$ cat src/rtl/note_dispatcher.sv
`default_nettype none
// ============================================================================
// Module : note_dispatcher
// Walks a song ROM and hands each note to the lowest-index free note player.
// Rev    : 1.0
// ============================================================================
module note_dispatcher #(
    parameter int NUM_PLAYERS = 3,
    parameter int ENTRY_BITS  = 5
) (
    input  logic                   clk,
    input  logic                   reset,
    input  logic                   play,
    input  logic [1:0]             song,
    input  logic                   beat,
    output logic [ENTRY_BITS+1:0]  rom_addr,
    input  logic [15:0]            rom_data,
    input  logic [NUM_PLAYERS-1:0] player_playing,
    output logic [5:0]             note_out,
    output logic [5:0]             duration_out,
    output logic [NUM_PLAYERS-1:0] load_new_note,
    output logic                   song_done
);

    typedef enum logic [2:0] {
        S_IDLE       = 3'd0,
        S_FETCH      = 3'd1,
        S_WAIT_ROM   = 3'd2,
        S_DECODE     = 3'd3,
        S_DISPATCH   = 3'd4,
        S_WAIT_BEATS = 3'd5,
        S_DONE       = 3'd6
    } state_t;

    state_t                 state_q, state_d;
    logic [ENTRY_BITS-1:0]  idx_q, idx_d;
    logic [15:0]            word_q, word_d;
    logic [5:0]             cnt_q, cnt_d;
    logic [1:0]             cur_song_q, cur_song_d;
    logic [5:0]             note_q, note_d;
    logic [5:0]             dur_q, dur_d;
    logic [NUM_PLAYERS-1:0] shadow_q, shadow_d;

    logic [NUM_PLAYERS-1:0] free;
    logic [NUM_PLAYERS-1:0] pick;
    logic [NUM_PLAYERS-1:0] load;
    logic                   song_chg;
    state_t                 adv_state;
    logic [ENTRY_BITS-1:0]  adv_idx;

    // A player loaded last cycle may not have raised its busy flag yet.
    assign free      = ~player_playing & ~shadow_q;
    assign pick      = free & (~free + 1'b1);
    assign song_chg  = (song != cur_song_q);
    assign adv_state = (&idx_q) ? S_DONE : S_FETCH;
    assign adv_idx   = (&idx_q) ? idx_q : idx_q + 1'b1;

    always_comb begin
        state_d    = state_q;
        idx_d      = idx_q;
        word_d     = word_q;
        cnt_d      = cnt_q;
        cur_song_d = cur_song_q;
        note_d     = note_q;
        dur_d      = dur_q;
        load       = '0;
        if (play) begin
            if (state_q != S_IDLE && song_chg) begin
                cur_song_d = song;
                idx_d      = '0;
                cnt_d      = '0;
                state_d    = (state_q == S_DONE) ? S_IDLE : S_FETCH;
            end else begin
                case (state_q)
                    S_IDLE: begin
                        cur_song_d = song;
                        idx_d      = '0;
                        state_d    = S_FETCH;
                    end
                    S_FETCH:    state_d = S_WAIT_ROM;
                    S_WAIT_ROM: begin
                        word_d  = rom_data;
                        state_d = S_DECODE;
                    end
                    S_DECODE: begin
                        if (word_q == 16'h0000) begin
                            state_d = S_DONE;
                        end else if (!word_q[15]) begin
                            state_d = S_DISPATCH;
                        end else if (word_q[8:3] == 6'd0) begin
                            state_d = adv_state;
                            idx_d   = adv_idx;
                        end else begin
                            cnt_d   = word_q[8:3];
                            state_d = S_WAIT_BEATS;
                        end
                    end
                    S_DISPATCH: begin
                        if (|free) begin
                            load    = pick;
                            note_d  = word_q[14:9];
                            dur_d   = word_q[8:3];
                            state_d = adv_state;
                            idx_d   = adv_idx;
                        end
                    end
                    S_WAIT_BEATS: begin
                        if (beat) begin
                            if (cnt_q == 6'd1) begin
                                cnt_d   = '0;
                                state_d = adv_state;
                                idx_d   = adv_idx;
                            end else begin
                                cnt_d = cnt_q - 6'd1;
                            end
                        end
                    end
                    default: state_d = state_q;
                endcase
            end
        end
        shadow_d = load;
    end

    always_ff @(posedge clk or posedge reset) begin
        if (reset) begin
            state_q    <= S_IDLE;
            idx_q      <= '0;
            word_q     <= '0;
            cnt_q      <= '0;
            cur_song_q <= '0;
            note_q     <= '0;
            dur_q      <= '0;
            shadow_q   <= '0;
        end else begin
            state_q    <= state_d;
            idx_q      <= idx_d;
            word_q     <= word_d;
            cnt_q      <= cnt_d;
            cur_song_q <= cur_song_d;
            note_q     <= note_d;
            dur_q      <= dur_d;
            shadow_q   <= shadow_d;
        end
    end

    assign rom_addr      = {song, idx_q};
    assign load_new_note = load;
    assign note_out      = (|load) ? word_q[14:9] : note_q;
    assign duration_out  = (|load) ? word_q[8:3] : dur_q;
    assign song_done     = (state_q == S_DONE);

endmodule
`default_nettype wire

$ cat config.mk
export PLATFORM = sky130hd
export DESIGN_NAME = note_dispatcher
export DESIGN_NICKNAME = d
export VERILOG_FILES = /design/src/rtl/note_dispatcher.sv
export SDC_FILE = /design/constraint.sdc
export NUM_CORES = 1
export LEC_CHECK = 0
export CAP_MARGIN = 20
export CORE_AREA = 2 2 72 74
export DETAILED_ROUTE_END_ITERATION = 10
export DIE_AREA = 0 0 74 76
export GPL_TIMING_DRIVEN = 0
export PLACE_DENSITY = 0.92
export SKIP_CTS_REPAIR_TIMING = 1
export SLEW_MARGIN = 20
export SYNTH_ARGS = -nofsm -noshare
export SYNTH_HDL_FRONTEND = slang
export SYNTH_SLANG_ARGS = --single-unit
$ cat constraint.sdc
create_clock -name clk -period 6.9 [get_ports clk]
set_clock_uncertainty 0.2 [all_clocks]
set_input_delay 1.035 -clock clk [delete_from_list [all_inputs] [get_ports clk]]
set_output_delay 1.035 -clock clk [all_outputs]
set_load 0.01 [all_outputs]
M3 wires:
Scale: 4 px per um.
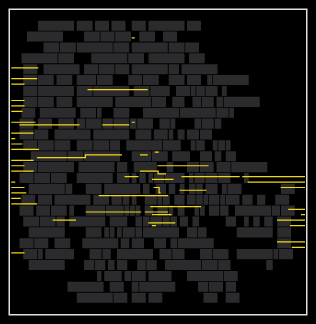
- main direction: horizontal
- share of all routed wire: 5.7%
- wire length on this layer: 314 um
final wirelength: 5510 um
via total after detailed routing: 2044
met3 usage: 4.63%

I/O nets highlighted:
Scale: 6 px per um.
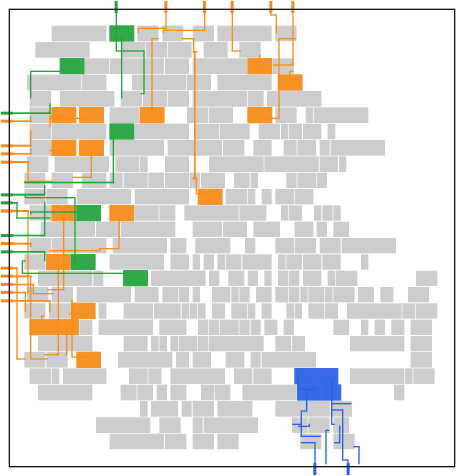
- rom_data: orange (bits 16; direction input; end cells 16; wire 307 um)
- note_out: green (bits 6; direction output; end cells 6; wire 152 um)
- song: blue (bits 2; direction input; end cells 4; wire 62.6 um)
Top-Level Pins: 48
input/output buffers: 46

Clock wires, drivers and flops:
Scale: 6 px per um.
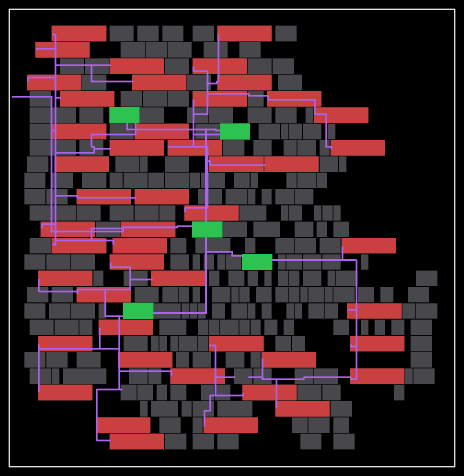
- clock drivers: green (count 5)
- flip-flops: red (count 47)
- clock wires: purple (length 544 um)
- routed clock nets: 6
- flops lie: spread over the die
clock-net power: 0.000173 W
Clk Latency, worst-skew pair: 300 ps
Clk pwr share: 19.5%

==> run summary <==
Numbers from the implementation run.

The most numerous cell type found on the critical path is clkdlybuf4s50_1. Summed over all nets, the switching power comes to 0.000319 W. Global routing used about a fifth of the available tracks across all layers. The global-route congestion overflow total is 0.

Measured along the y axis, the die boundary spans approximately 76 um. In this run the maximum-capacitance check reported violations numbering 0. After synthesis, the largest area contributor takes up a little under half of total cell area. The script computed the net switching share of total power as a little over a third. The footprint of the flip-flops and latches is between 1000 and 1500 um^2. The power drawn by the combinational cells is about 0.00029 W. Yosys printed 0 warnings.

Per the timing report, the most critical flop-to-flop path finishes at dur_q[2]. The overall power consumption is about 0.00089 W. The largest driver fanout on the critical path is 10. Counting only logic cells after layout, the most numerous master is dfrtp_1. The area share of and-or/or-and cells after synthesis is roughly 16%. The script computed a power per unit cell area of between 200 and 300 nW/um^2. TritonCTS built the clock tree. The length of routed wiring on met1 is between 2000 and 2500 um. Walking the worst path, the cells encountered are clkdlybuf4s50_1 -> xnor2_1 -> nand3_1 -> nor2_1 -> o21a_1 -> buf_2 -> buf_4 -> mux2_2 -> clkdlybuf4s50_1. Summed over all nets, wire length on met3 after detailed routing comes to between 300 and 400 um. The first global-routing pass estimated around 9100 um of wire. The biggest slice of the area belongs to logic gates. The final critical delay including setup and external delays is between 5000 and 6000 ps. Looking at the reg2reg group, the worst path starts from cur_song_q[1]. Tracing the worst setup path back leads to its startpoint at song[1]. The count of routing violations after the opening detailed-route iteration is about 160. In this run, the synthesized area fraction spent on and/or/nand/nor cells is recorded as a little under an eighth.

The script parses the final routing iteration and logs DRC violations as 0. For this run, the detailed router reports a per-instance via density of a little under 6. In the finished design, the share of the clock period the worst path needs comes to 74.2%.

For reference, the top logic cell family by area is multiplexers. The number of levels in the clock H-tree is 2. The share of total power in sequential cells is 48.3%. The power consumed by sequential cells is around 0.00043 W. word_q holds more flip-flops than any other register. The required time at the worst endpoint is listed as 5660 ps. The slack of the worst reg-to-reg path is 4290 ps. The initial antenna violation count is 0. The static leakage power is 1.39 nW. Ranking logic cells in the layout by count gives the top entries dfrtp_1, clkdlybuf4s50_1, mux2_2. The detailed router used layers up to and including met4. The per-instance average area after synthesis is 11.2 um^2. The proportion of synthesized chip area in sequential cells is around 46%. The internal portion of total power is ~0.00057 W. For this run, the leading register cell type out of synthesis is dfrtp_1. Ranked by instance count, the synthesized netlist is headed by dfrtp_1, mux2_2, nor2_1.

The layout has 11 inverters outside the clock class. The post-synthesis chip area from yosys is roughly 2600 um^2. The hold-critical path depth is 1.

The final hold slack is ~240 ps. STA classifies the critical path endpoint as an output pin. Clock cells make up ~2.9% of the layout cell area. The met1 demand-to-capacity share in global routing is 27.2%. The flow ran to the end, and the final reports show no timing, DRC or antenna violations. In the detailed route, the total length drawn on met2 is 2710 um. The largest incremental delay on the critical path is about 480 ps.

Ranked by power, first place goes to sequential cells. Per the power-grid run, VDD falls by no more than 0.000197 V. The layout summary lists the proportion of cells stronger than drive strength 1 as between 20% and 30%. The number of enable flip-flop cells is 0.
The clock network:
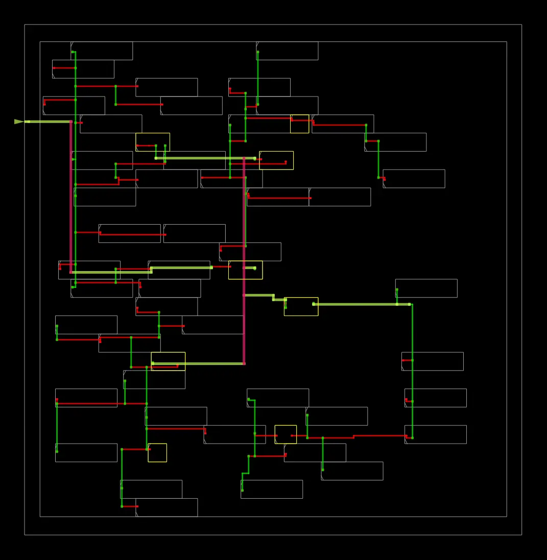
count of clock buffers in the final design: 5
count of sequential standard cells: 47
Sink Count: 47
total clock buffers created by CTS: 5

Cells coloured by class:
Scale: 4 px per um.
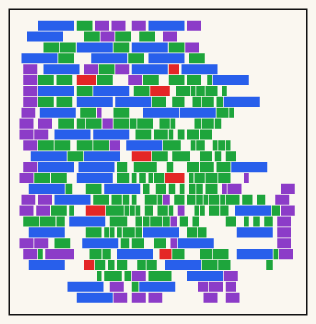
- clock drivers and dummy loads: red (cells 8; share of their area 2.9%)
- flops: blue (cells 47; share of their area 37%)
- other buffers and delay cells: purple (cells 58; share of their area 17%)
- combinational and other logic: green (cells 171; share of their area 43%)
FP Rows: 26
area of the core: 4910 um^2
cell area after layout: 3240 um^2
final standard cell utilization of the core: 65.9%

Power figures rest on the tool's default switching activity, not on a simulated workload.
